===== config.mk =====
export PLATFORM = sky130hd
export DESIGN_NAME = dlf_iir_seq
export DESIGN_NICKNAME = d
export VERILOG_FILES = /design/src/rtl/dlf_iir_seq.sv
export SDC_FILE = /design/constraint.sdc
export NUM_CORES = 1
export LEC_CHECK = 0
export CAP_MARGIN = 20
export CORE_UTILIZATION = 64
export DETAILED_ROUTE_END_ITERATION = 12
export PLACE_DENSITY = 0.8
export SYNTH_ARGS = -nofsm -noshare
export SYNTH_HDL_FRONTEND = slang
export SYNTH_SLANG_ARGS = --single-unit

===== constraint.sdc =====
create_clock -name clk -period 12.8 [get_ports clk]
set_clock_uncertainty 0.15 [all_clocks]
set_input_delay 2.56 -clock clk [delete_from_list [all_inputs] [get_ports clk]]
set_output_delay 2.56 -clock clk [all_outputs]
set_load 0.02 [all_outputs]

===== src/rtl/dlf_iir_seq.sv =====
// ADPLL digital loop filter: direct-form IIR of order ORDER evaluated on one shared MAC.
// Define DLF_GEARSHIFT_EN to add a second coefficient bank selected per sample by gear.
module dlf_iir_seq #(
    parameter int unsigned IO_W      = 8,
    parameter int unsigned COEF_INT  = 2,
    parameter int unsigned COEF_FRAC = 18,
    parameter int unsigned ORDER     = 3
) (
    input  logic                          clk,
    input  logic                          rstn,
    input  logic                          in_valid,
    output logic                          in_ready,
    input  logic [IO_W-1:0]               in_mag,
    input  logic                          lead,
    input  logic                          freeze,
    input  logic                          gear,
    input  logic                          coef_we,
    input  logic [4:0]                    coef_addr,
    input  logic [COEF_INT+COEF_FRAC-1:0] coef_wdata,
    output logic                          out_valid,
    output logic [IO_W-1:0]               out_code,
    output logic                          sat_flag
);
    localparam int unsigned COEF_W = COEF_INT + COEF_FRAC;
    localparam int unsigned SMP_W  = IO_W + 1;
    localparam int unsigned PROD_W = SMP_W + COEF_W;
    localparam int unsigned ACC_W  = IO_W + COEF_W + 4;
    localparam int unsigned NCOEF  = 2 * ORDER + 1;
`ifdef DLF_GEARSHIFT_EN
    localparam int unsigned NBANK  = 2;
`else
    localparam int unsigned NBANK  = 1;
`endif
    localparam logic signed [ACC_W-1:0] Y_MAX = ACC_W'((1 << IO_W) - 1);
    localparam logic signed [ACC_W-1:0] Y_MIN = ~Y_MAX;

    typedef enum logic [1:0] {StIdle, StMac, StRound, StOut} state_e;

    state_e                   state_q, state_d;
    logic [3:0]               idx_q;
    logic signed [ACC_W-1:0]  acc_q;
    logic signed [SMP_W-1:0]  x_q;
    logic                     frz_q;
    logic                     bank_q;
    logic signed [SMP_W-1:0]  xh_q [ORDER];
    logic signed [SMP_W-1:0]  yh_q [ORDER];
    logic signed [COEF_W-1:0] coef_q [NBANK][NCOEF];
    logic [IO_W-1:0]          out_code_q;
    logic                     sat_q;

    logic                     wr_bank;
    logic                     gear_sel;
    logic signed [SMP_W-1:0]  x_in;
    logic signed [SMP_W-1:0]  mac_x;
    logic signed [COEF_W-1:0] mac_c;
    logic                     mac_sub;
    logic signed [PROD_W-1:0] prod;
    logic signed [ACC_W-1:0]  prod_ext;
    logic signed [ACC_W-1:0]  shifted;
    logic signed [SMP_W-1:0]  y_new;
    logic                     y_clamp;
    logic [IO_W-1:0]          code_new;
    logic                     code_clamp;

`ifdef DLF_GEARSHIFT_EN
    assign wr_bank  = coef_addr[4];
    assign gear_sel = gear;
`else
    logic unused_gear;
    assign wr_bank     = 1'b0;
    assign gear_sel    = 1'b0;
    assign unused_gear = gear ^ coef_addr[4];
`endif

    assign x_in = lead ? $signed({1'b0, in_mag}) : -$signed({1'b0, in_mag});

    // MAC step idx: 0 -> b0*x[n], 1..N -> bk*x[n-k], N+1..2N -> ak*y[n-k] (subtracted)
    always_comb begin
        mac_x   = x_q;
        mac_c   = '0;
        mac_sub = 1'b0;
        for (int k = 0; k < ORDER; k++) begin
            if (idx_q == 4'(k + 1)) mac_x = xh_q[k];
            if (idx_q == 4'(k + ORDER + 1)) begin
                mac_x   = yh_q[k];
                mac_sub = 1'b1;
            end
        end
        for (int b = 0; b < NBANK; b++) begin
            for (int k = 0; k < NCOEF; k++) begin
                if (bank_q == 1'(b) && idx_q == 4'(k)) mac_c = coef_q[b][k];
            end
        end
    end

    assign prod     = PROD_W'(mac_x) * PROD_W'(mac_c);
    assign prod_ext = ACC_W'(prod);

    always_comb begin
        shifted    = acc_q >>> COEF_FRAC;
        y_new      = shifted[SMP_W-1:0];
        y_clamp    = 1'b0;
        if (shifted > Y_MAX) begin
            y_new   = SMP_W'(Y_MAX);
            y_clamp = 1'b1;
        end else if (shifted < Y_MIN) begin
            y_new   = SMP_W'(Y_MIN);
            y_clamp = 1'b1;
        end
        code_new   = y_new[IO_W-1:0];
        code_clamp = 1'b0;
        if (y_new[SMP_W-1]) begin
            code_new   = '0;
            code_clamp = 1'b1;
        end
    end

    always_comb begin
        state_d = state_q;
        unique case (state_q)
            StIdle:  if (in_valid) state_d = StMac;
            StMac:   if (idx_q == 4'(NCOEF - 1)) state_d = StRound;
            StRound: state_d = StOut;
            StOut:   state_d = StIdle;
            default: state_d = StIdle;
        endcase
    end

    always_ff @(posedge clk) begin
        if (!rstn) begin
            state_q    <= StIdle;
            idx_q      <= '0;
            acc_q      <= '0;
            x_q        <= '0;
            frz_q      <= 1'b0;
            bank_q     <= 1'b0;
            out_code_q <= '0;
            sat_q      <= 1'b0;
            for (int k = 0; k < ORDER; k++) begin
                xh_q[k] <= '0;
                yh_q[k] <= '0;
            end
            for (int b = 0; b < NBANK; b++) begin
                for (int k = 0; k < NCOEF; k++) coef_q[b][k] <= '0;
            end
        end else begin
            state_q <= state_d;
            unique case (state_q)
                StIdle: begin
                    if (in_valid) begin
                        x_q    <= x_in;
                        frz_q  <= freeze;
                        bank_q <= gear_sel;
                        acc_q  <= '0;
                        idx_q  <= '0;
                    end else if (coef_we) begin
                        // Out-of-range indices match no entry and are dropped.
                        for (int b = 0; b < NBANK; b++) begin
                            for (int k = 0; k < NCOEF; k++) begin
                                if (wr_bank == 1'(b) && coef_addr[3:0] == 4'(k)) begin
                                    coef_q[b][k] <= coef_wdata;
                                end
                            end
                        end
                    end
                end
                StMac: begin
                    acc_q <= mac_sub ? acc_q - prod_ext : acc_q + prod_ext;
                    idx_q <= idx_q + 4'd1;
                end
                StRound: begin
                    if (!frz_q) begin
                        xh_q[0] <= x_q;
                        yh_q[0] <= y_new;
                        for (int k = 1; k < ORDER; k++) begin
                            xh_q[k] <= xh_q[k-1];
                            yh_q[k] <= yh_q[k-1];
                        end
                        out_code_q <= code_new;
                        sat_q      <= y_clamp | code_clamp;
                    end
                end
                StOut: ;
                default: ;
            endcase
        end
    end

    assign in_ready  = (state_q == StIdle);
    assign out_valid = (state_q == StOut);
    assign out_code  = out_code_q;
    assign sat_flag  = sat_q;

endmodule


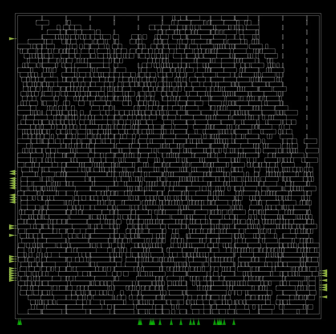
*Cell outlines without signal wires, run 1*
post-layout util: 0.703
standard-cell rows: 63
floorplan core area: 29600 sq um
sequential portion of the cell area: 0.277

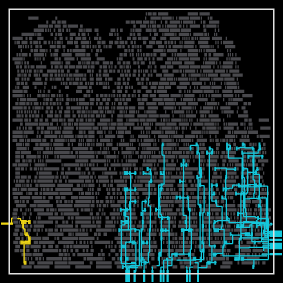
*Port wiring, run 1*
(1.5 px per um)
- cyan: `coef_wdata` (bits 20; direction input; edge 12 bottom, 8 right; end cells 140; buffers 20; wire 2050 um)
- yellow: `lead` (bits 1; direction input; edge left; end cells 9; buffers 1; wire 51.0 um)
I/O pin cnt: 51
count of input and output buffers: 48

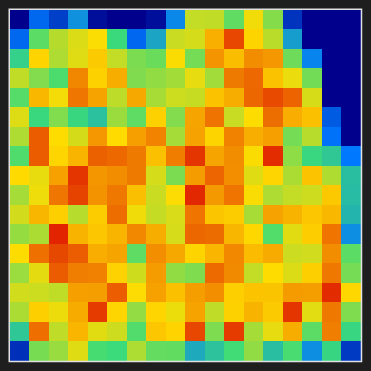
*Placement density heat map, run 1*
(2 px per um) The die is cut into 18 by 18 equal tiles; dark blue is low, red is high, 0 to 100% covered.
- tiles over 75% full: 47%
- nearly empty tiles: 5.2%
- mean over tiles: 66%
- emptiest ninth of the die: upper right
- fullest tile: 96%

==> design notes, run 1 <==
For reference, the post-synthesis area per instance comes to 8.35 sq um. After legalization and detailed placement, the total HPWL measured 35200 um. The run gives 1 as the number of H-tree levels. TritonCTS built the clock tree. For this sky-water flow run, the detailed-routed wirelength per cell is reported as 18.2 um. The type of the worst setup path was reg -> reg. The report shows a maximum critical-path fanout of 19.

According to the timing report, the arrival time at the worst endpoint equals 11.83 ns. The global routing met2 resource utilization was 0.557. The launching point of the worst reg2reg path is idx_q[1]. The area fraction in and, or, nand and nor cells after synthesis was 0.205. The compound-cell area share of the yosys netlist works out to 0.182. The final timing report gives a worst setup slack of 1.24 ns. The summed instance area of the synthesized netlist is 19200 sq um, and the post-synthesis mux area share is 0.00468. Setup repair after global routing left no endpoint under its margin. The initial antenna violation count came out at 0. The cell with the biggest individual delay on the critical path was o31ai_1.

The register area share after synthesis was 0.300. The clock drives 251 sinks. The total number of vias is 16.5k, and the overall overflow remaining after global route is 0. Total non-filler cell area in the finished layout: 20800 sq um. The detail route stage leaves a number of antenna-violating nets equal to 0.

In this run, placement finished with an instance count of 2635. The iteration count recorded for the first detailed-route pass is 5. CTS added clock buffers totalling 26. The OpenROAD report gives the critical path a required time of 13.07 ns.

The overall fraction of global-route tracks in use came out at 0.325. The initial DRC count was 1293; the met3 wirelength from detailed routing was 3390 um. The most common cell in the synthesized netlist is nand2_1. With the normalized max-slew margin at 0.246, the peak clock frequency supported by timing is 0.0865 GHz.

As reported, the later end of the worst-skew pair has a clock insertion delay of 0.53 ns. TritonRoute reported its final design rule violation total as 0. The class of the most critical hold timing path was reg -> reg. Entering global routing, the biggest net connects 84 pins. Warnings raised by the tools during the run amount to 34. Using the TritonRoute via totals, the vias-per-cell ratio works out to 6.14. The run gives 0.0361 for the met3 usage in global routing. Once the clock tree was built, the setup fixing pass inserted 0 buffers.

The worst hold path startpoint was coef_q[0][84]. The run gives 0 as the post-cts repair resize count. The main area contributors are dfxtp_1 18%, fa_1 15%, edfxtp_1 12%, nand2_1 7.7%, ha_1 6.6%. Per the OpenROAD floorplan log, the width of the die is 175 um. The flow ran to the end, and the final reports show no timing, DRC or antenna violations. Measured along the y axis, the die boundary spans 175 um. With the post-layout minimum cycle time at 11.56 ns, the number of distinct library cells after synthesis is 76.
## run 1: critical path, delay by kind of cell (launching register included)
| kind | cells | cell delay (ns) |
|---|---|---|
| XOR/XNOR | 2 | 0.44 |
| buffers and inverters | 5 | 0.67 |
| flip-flops | 1 | 0.35 |
| adder cells (fa/ha/maj) | 8 | 3.51 |
| AND-OR/OR-AND | 13 | 3.67 |
| AND/OR/NAND/NOR | 13 | 2.68 |
## run 1: final timing paths
path / slack (ns) / end / cells past startpoint
worst max register to register: 1.24 / acc_q[31] / 41
worst max-delay path: 1.24 / acc_q[31] / 41
worst min-delay path: 0.30 / coef_q[0][84] / 2
worst min register to register: 0.30 / coef_q[0][84] / 2
## run 1: final cells by class
| type | count | area, sq um | share of cell area |
|---|---|---|---|
| clock buffers | 40 | 764 | 0.0367 |
| clock inverters | 6 | 57.6 | 0.00276 |
| inverters | 141 | 532 | 0.0255 |
| multi-input cells | 1775 | 12500 | 0.598 |
| flip-flops and latches | 251 | 5770 | 0.277 |
| well taps | 390 | 488 | 0.0234 |
| repair buffers | 81 | 759 | 0.0365 |
## run 1: placed cells by master, fill, tap and decap left out, drive strengths merged, types with 6 or more instances in the layout
cell type and count:
o211ai 11, o31ai 30, and3 26, dfxtp 177, buf 33, nand2b 18, nor3 25, nand2 393
nor2b 20, a21oi 238, inv 141, or3 9, ha 101, or2 15, o22ai 22, nor2 267
nand4 7, nor3b 9, clkdlybuf4s50 48, a22oi 36, fa 148, a31oi 7, and2 60, o21ai 56
xor2 27, a21o 30, a211oi 50, nand3 18, o21a 13, o31a 15, mux2i 9, clkbuf 40
edfxtp 74, xnor2 49, o21bai 6
==> run 2: changes to the inputs <==
--- a/config.mk
+++ b/config.mk
@@ -6,6 +6,7 @@
 export NUM_CORES = 1
 export LEC_CHECK = 0
 export CAP_MARGIN = 20
+export CORE_MARGIN = 2
 export CORE_UTILIZATION = 64
 export DETAILED_ROUTE_END_ITERATION = 12
 export PLACE_DENSITY = 0.8
==> run 2 against run 1 <==
Against the previous run: synthesized cell count unchanged; first-iteration DRC count increased by 21%; cell count increased by 0.34%; non-clock buffer count increased by 3; via count unchanged; utilization increased by 0.68 points; worst hold slack about the same; final area increased by 0.97%; highest routed layer unchanged.
==> design notes, run 2 <==
The run finished with clean final reports. The height of the die is 177 um. With the initial DRC count at 1562, the area fraction in and, or, nand and nor cells after synthesis is 0.205. After layout, the minimum clock period comes to 11.50 ns. Note, the detailed placer reported a final HPWL of 35500 um.

For the initial antenna violation count, the log shows 0. With the clock latency at the later pin of the worst-skew pair at 0.54 ns, the met3 wirelength from detailed routing is 3150 um. In this run the core area contains 63 standard-cell rows. Worst hold path startpoint: coef_q[0][89].

Entering global routing, the biggest net connects 96 pins. The clock buffer count from CTS came out at 28. The run gives 48 for the port buffer count. The run gives 0.0368 for the met3 usage in global routing. The run gives 21000 sq um for the total non-filler cell area in the finished layout. The run gives 51 as the I/O pin count. The register area share after synthesis was 0.300. TritonCTS built the clock tree. In the layout the commonest cells are 393 x nand2_1, 266 x nor2_1, 237 x a21oi_1. The tools report the launching point of the worst reg2reg path as idx_q[0]. Number of H-tree levels: 1. Average cell area after synthesis: 8.35 sq um. Overall fraction of global-route tracks in use: 0.320. The family with the most delay on the worst path is AND-OR/OR-AND gates. Endpoint of the worst-slack reg-to-reg timing path: acc_q[31].

Checking hold timing, the worst path is listed with class reg -> reg. The die is 177 um wide. nand2_1 is the most common cell in the netlist. Setup repair after global routing left no endpoint under its margin. For the worst setup path, the data required time is 13.08 ns.

After synthesis, the netlist uses 76 different library cells. The type of the worst setup path is reg -> reg. The number of placed instances, taps included, is 2638.

The worst-case reg-to-reg path depth is 38. The synthesis report lists the most area-consuming cells as dfxtp_1 18%, fa_1 15%, edfxtp_1 12%, nand2_1 7.7%, ha_1 6.6%. The average wire per cell in the routed design works out to 18.4 um.

The worst hold path terminates at coef_q[0][89]. Per the timing report, the biggest fanout along the worst path comes to 19. For the global routing met2 resource utilization, the log shows 0.542. The run gives 2 for the worst path buffer plus inverter count.

Nets still carrying antenna violations after routing amount to 0. Looking at the post-CTS report, the setup buffer insertion count equals 0. The overall overflow remaining after global route is 0. The number of stages on the worst hold path came out at 2. The summed instance area of the synthesized netlist came out at 19200 sq um.
==> run 2: cell counts after synthesis <==
Identical to the previous run, type by type.
==> run 2: worst reg2reg max path: cells and delay by family (launching register included) <==
kind,cells,cell delay (ns)
adders and majority gates,8,3.50
xor gates and xnor gates,2,0.33
and+or+nand+nor,12,2.42
buffers and inverters,2,0.44
DFF,1,0.44
AOI/OAI and AO/OA,14,4.12
==> run 2: worst max-delay path by stage <==
stage	start	to	slack [ns]	cells after the start
global placement	idx_q[2]	acc_q[31]	1.70	36
floorplan	idx_q[0]	acc_q[31]	2.84	45
CTS	idx_q[0]	acc_q[31]	1.45	38
finish	idx_q[0]	acc_q[31]	1.30	38
detailed placement	idx_q[0]	acc_q[31]	1.49	38
global route	idx_q[2]	acc_q[31]	0.37	39
==> run 2: cell type report <==
cell class | count | area (sq um) | share of cell area
well taps | 390 | 488 | 0.0232
flip-flops and latches | 251 | 5770 | 0.274
inverters | 141 | 532 | 0.0253
multi-input cells | 1775 | 12400 | 0.592
clock inverters | 11 | 186 | 0.00887
repair buffers | 84 | 771 | 0.0367
clock buffers | 41 | 832 | 0.0396
==> run 2: metrics by stage <==
| step | utilization | setup slack, ns |
|---|---|---|
| floorplan | - | 2.84 |
| global placement | 0.674 | 1.70 |
| detailed placement | 0.674 | 1.49 |
| CTS | 0.708 | 1.45 |
| global route | 0.709 | 0.374 |
| finish | 0.709 | 1.30 |
==> run 2: kinds of logic (layout without fill, tap and decap cells) <==
group	count (synthesis)	after routing
compound gates	552	552
xor+xnor	76	76
fa+ha+maj	249	249
buf+inv	276	277
flops	251	251
mux	9	9
simple gates	889	889
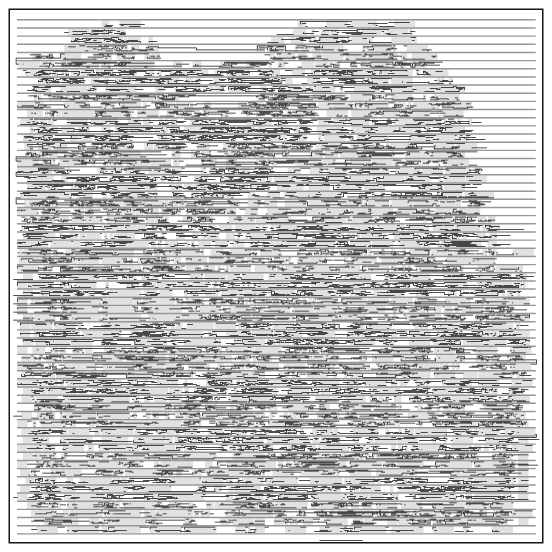
*Metal 1, run 2*
(3 px per um) Supply wires on this layer in grey.
- nets with wire on the layer: 2417
- longest straight run: 40.0 um
- share of all routed wire: 41%
- main direction: horizontal
- wire length on this layer: 20.2 mm

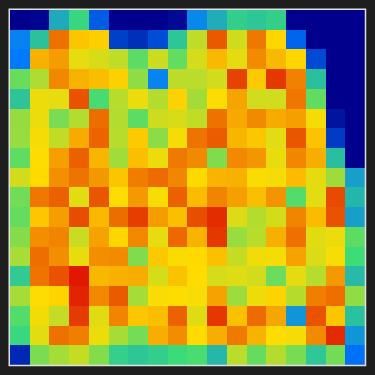
*Placement density heat map, run 2*
(2 px per um) The die is cut into 18 by 18 equal tiles; dark blue is low, red is high, 0 to 100% covered.
- tiles over 75% full: 44%
- mean over tiles: 65%
- emptiest ninth of the die: upper right

==> run 3: changes to the inputs <==
--- a/config.mk
+++ b/config.mk
@@ -5,11 +5,13 @@
 export SDC_FILE = /design/constraint.sdc
 export NUM_CORES = 1
 export LEC_CHECK = 0
+export ABC_CLOCK_PERIOD_IN_PS = 12800
 export CAP_MARGIN = 20
 export CORE_MARGIN = 2
 export CORE_UTILIZATION = 64
 export DETAILED_ROUTE_END_ITERATION = 12
 export PLACE_DENSITY = 0.8
+export SKIP_CTS_REPAIR_TIMING = 1
 export SYNTH_ARGS = -nofsm -noshare
 export SYNTH_HDL_FRONTEND = slang
 export SYNTH_SLANG_ARGS = --single-unit
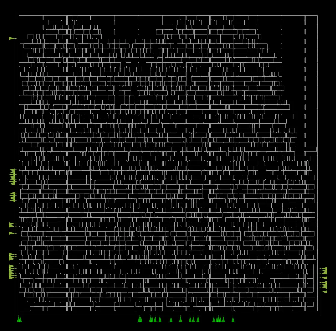
*Cell outlines without signal wires, run 3*
tapcell count: 390
count of fill cells added during filler insertion: 2282
final instance count without filler cells: 2693
sequential portion of the cell area: 0.274

==> run 3 against run 2 <==
Against the previous run: sequential share of layout area is the same; synthesized cell count is the same; cell count is the same; critical path type unchanged; critical endpoint unchanged.
==> design notes, run 3 <==
The flow ran to the end, and the final reports show no timing, DRC or antenna violations. Before any placement, the netlist area is recorded as 19200 sq um. The logs give 0 for the initial antenna violation count and 1562 for the initial DRC count.

By area the synthesized netlist is led by dfxtp_1 18%, fa_1 15%, edfxtp_1 12%, nand2_1 7.7%, ha_1 6.6%. The total non-filler cell area in the finished layout is 21000 sq um. Dividing the detail-routed wire length by the instance count gives 18.4 um.

Number of H-tree levels: 1. In the routed layout, each cell is associated on average with a via count of 6.12. TritonCTS built the clock tree. For reference, the placement row count at floorplan is 63. The logs give 0.709 for the share of the core filled with cells in the final layout and 0.320 for the overall fraction of global-route tracks in use. The stage logs contain a warning count of 34.

The flow reports an fmax of 0.0870 GHz. The tools report the total number of vias as 16.5k. The height of the die works out to 177 um. The final total negative setup slack came out at 0 ns. Detailed placement finished with a half-perimeter wire length of 35500 um.

Per the layout area report, the register area comes to 5770 sq um. The most common cell in the synthesized netlist is nand2_1. Per the post-place timing report, worst setup slack is 1.49 ns. In the post-route analysis, the smallest setup slack over all paths is 1.30 ns. The critical path's slowest stage uses the library cell o31ai_1. After synthesis, the mean cell area works out to 8.35 sq um. For the worst flop-to-flop path, the logic depth is 38. In this run, placement finished with an instance count of 2638.

At the worst endpoint, the required time is 13.08 ns. Looking at the setup timing report, the critical path kind is reg -> reg. The I/O pin count is 51, and the arrival time of data at the critical path endpoint is 11.78 ns. The routed layout reports a DRC error count of 0. Clock latency at the later pin of the worst-skew pair: 0.54 ns. Per the timing report, the biggest fanout along the worst path comes to 19.

Entering global routing, the biggest net connects 96 pins. The logs give 5 for the number of detailed-route iterations in the first pass and 28 for the clock buffer count from CTS. The number of stages on the worst hold path works out to 2. The first-pass GRT wire length came out at 81300 um. The min-delay analysis places its worst path in the category reg -> reg. The final timing report derives a shortest allowable period of 11.50 ns. For the number of nets with antenna violations after detailed routing, the log shows 0. For the clock sink count, the log shows 251.

The library cells used most frequently in the layout, excluding fill and tap cells, are 393 x nand2_1, 266 x nor2_1, 237 x a21oi_1. The die is 177 um wide. The core footprint is 29600 sq um. Most common cell after layout, fill and taps aside: nand2_1. Per the GRT congestion report, total overflow comes to 0. The run gives 0.300 as the register area share after synthesis. The netlist uses 76 different library cells.
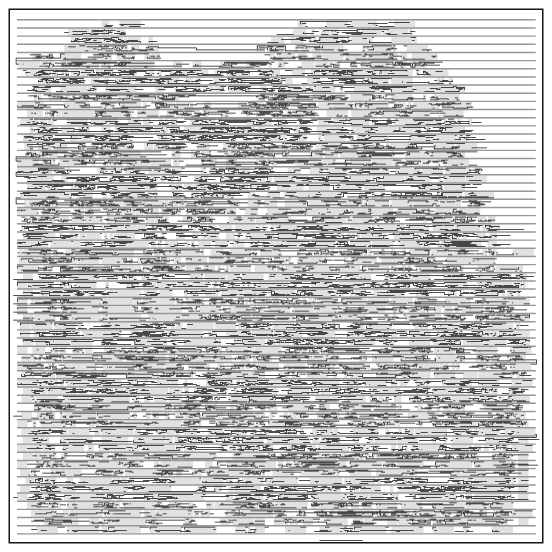
*Metal 1, run 3*
(3 px per um) Supply wires on this layer in grey.
- wire length on this layer: 20.2 mm
- share of all routed wire: 41%
- main direction: horizontal
- nets with wire on the layer: 2417
- longest straight run: 40.0 um

==> run 3: cell counts after synthesis <==
Identical to the previous run, type by type.
==> run 3: kinds of logic (layout without fill, tap and decap cells) <==
family                     after synthesis  after routing  share of synthesized area
and+or+nand+nor                        889            889                      0.205
muxes                                    9              9                    0.00468
DFF                                    251            251                      0.300
xor gates and xnor gates                76             76                     0.0346
AOI/OAI and AO/OA                      552            552                      0.182
buffers and inverters                  276            277                     0.0547
adders and majority gates              249            249                      0.220
==> run 3: area by class of cell <==
class                      count  area share
multi-input combinational   1775       0.592
tap                          390      0.0232
sequential                   251       0.274
clock inverter                11     0.00887
timing repair buffer          84      0.0367
inverter                     141      0.0253
clock buffer                  41      0.0396
==> run 3: final timing paths <==
check           startpoint            end  slack (ns)
max               idx_q[0]      acc_q[31]        1.30
min          coef_q[0][89]  coef_q[0][89]        0.30
max reg2reg       idx_q[0]      acc_q[31]        1.30
min reg2reg  coef_q[0][89]  coef_q[0][89]        0.30
==> run 3: worst max-delay path: cells and delay by family (launching register included) <==
family / cells / cell delay [ns]
AOI/OAI and AO/OA: 14 / 4.11
adders and majority gates: 8 / 3.50
and+or+nand+nor: 12 / 2.42
DFF: 1 / 0.44
buffers and inverters: 2 / 0.44
xor gates and xnor gates: 2 / 0.33
==> run 3: per-layer routing <==
layer	wire length (um)	track usage	vias up
met1	20200	0.413	7892
met2	23800	0.542	655
met3	3150	0.0368	152
li1	-	-	7776
met4	2380	0.146	0
met5	0	0	-
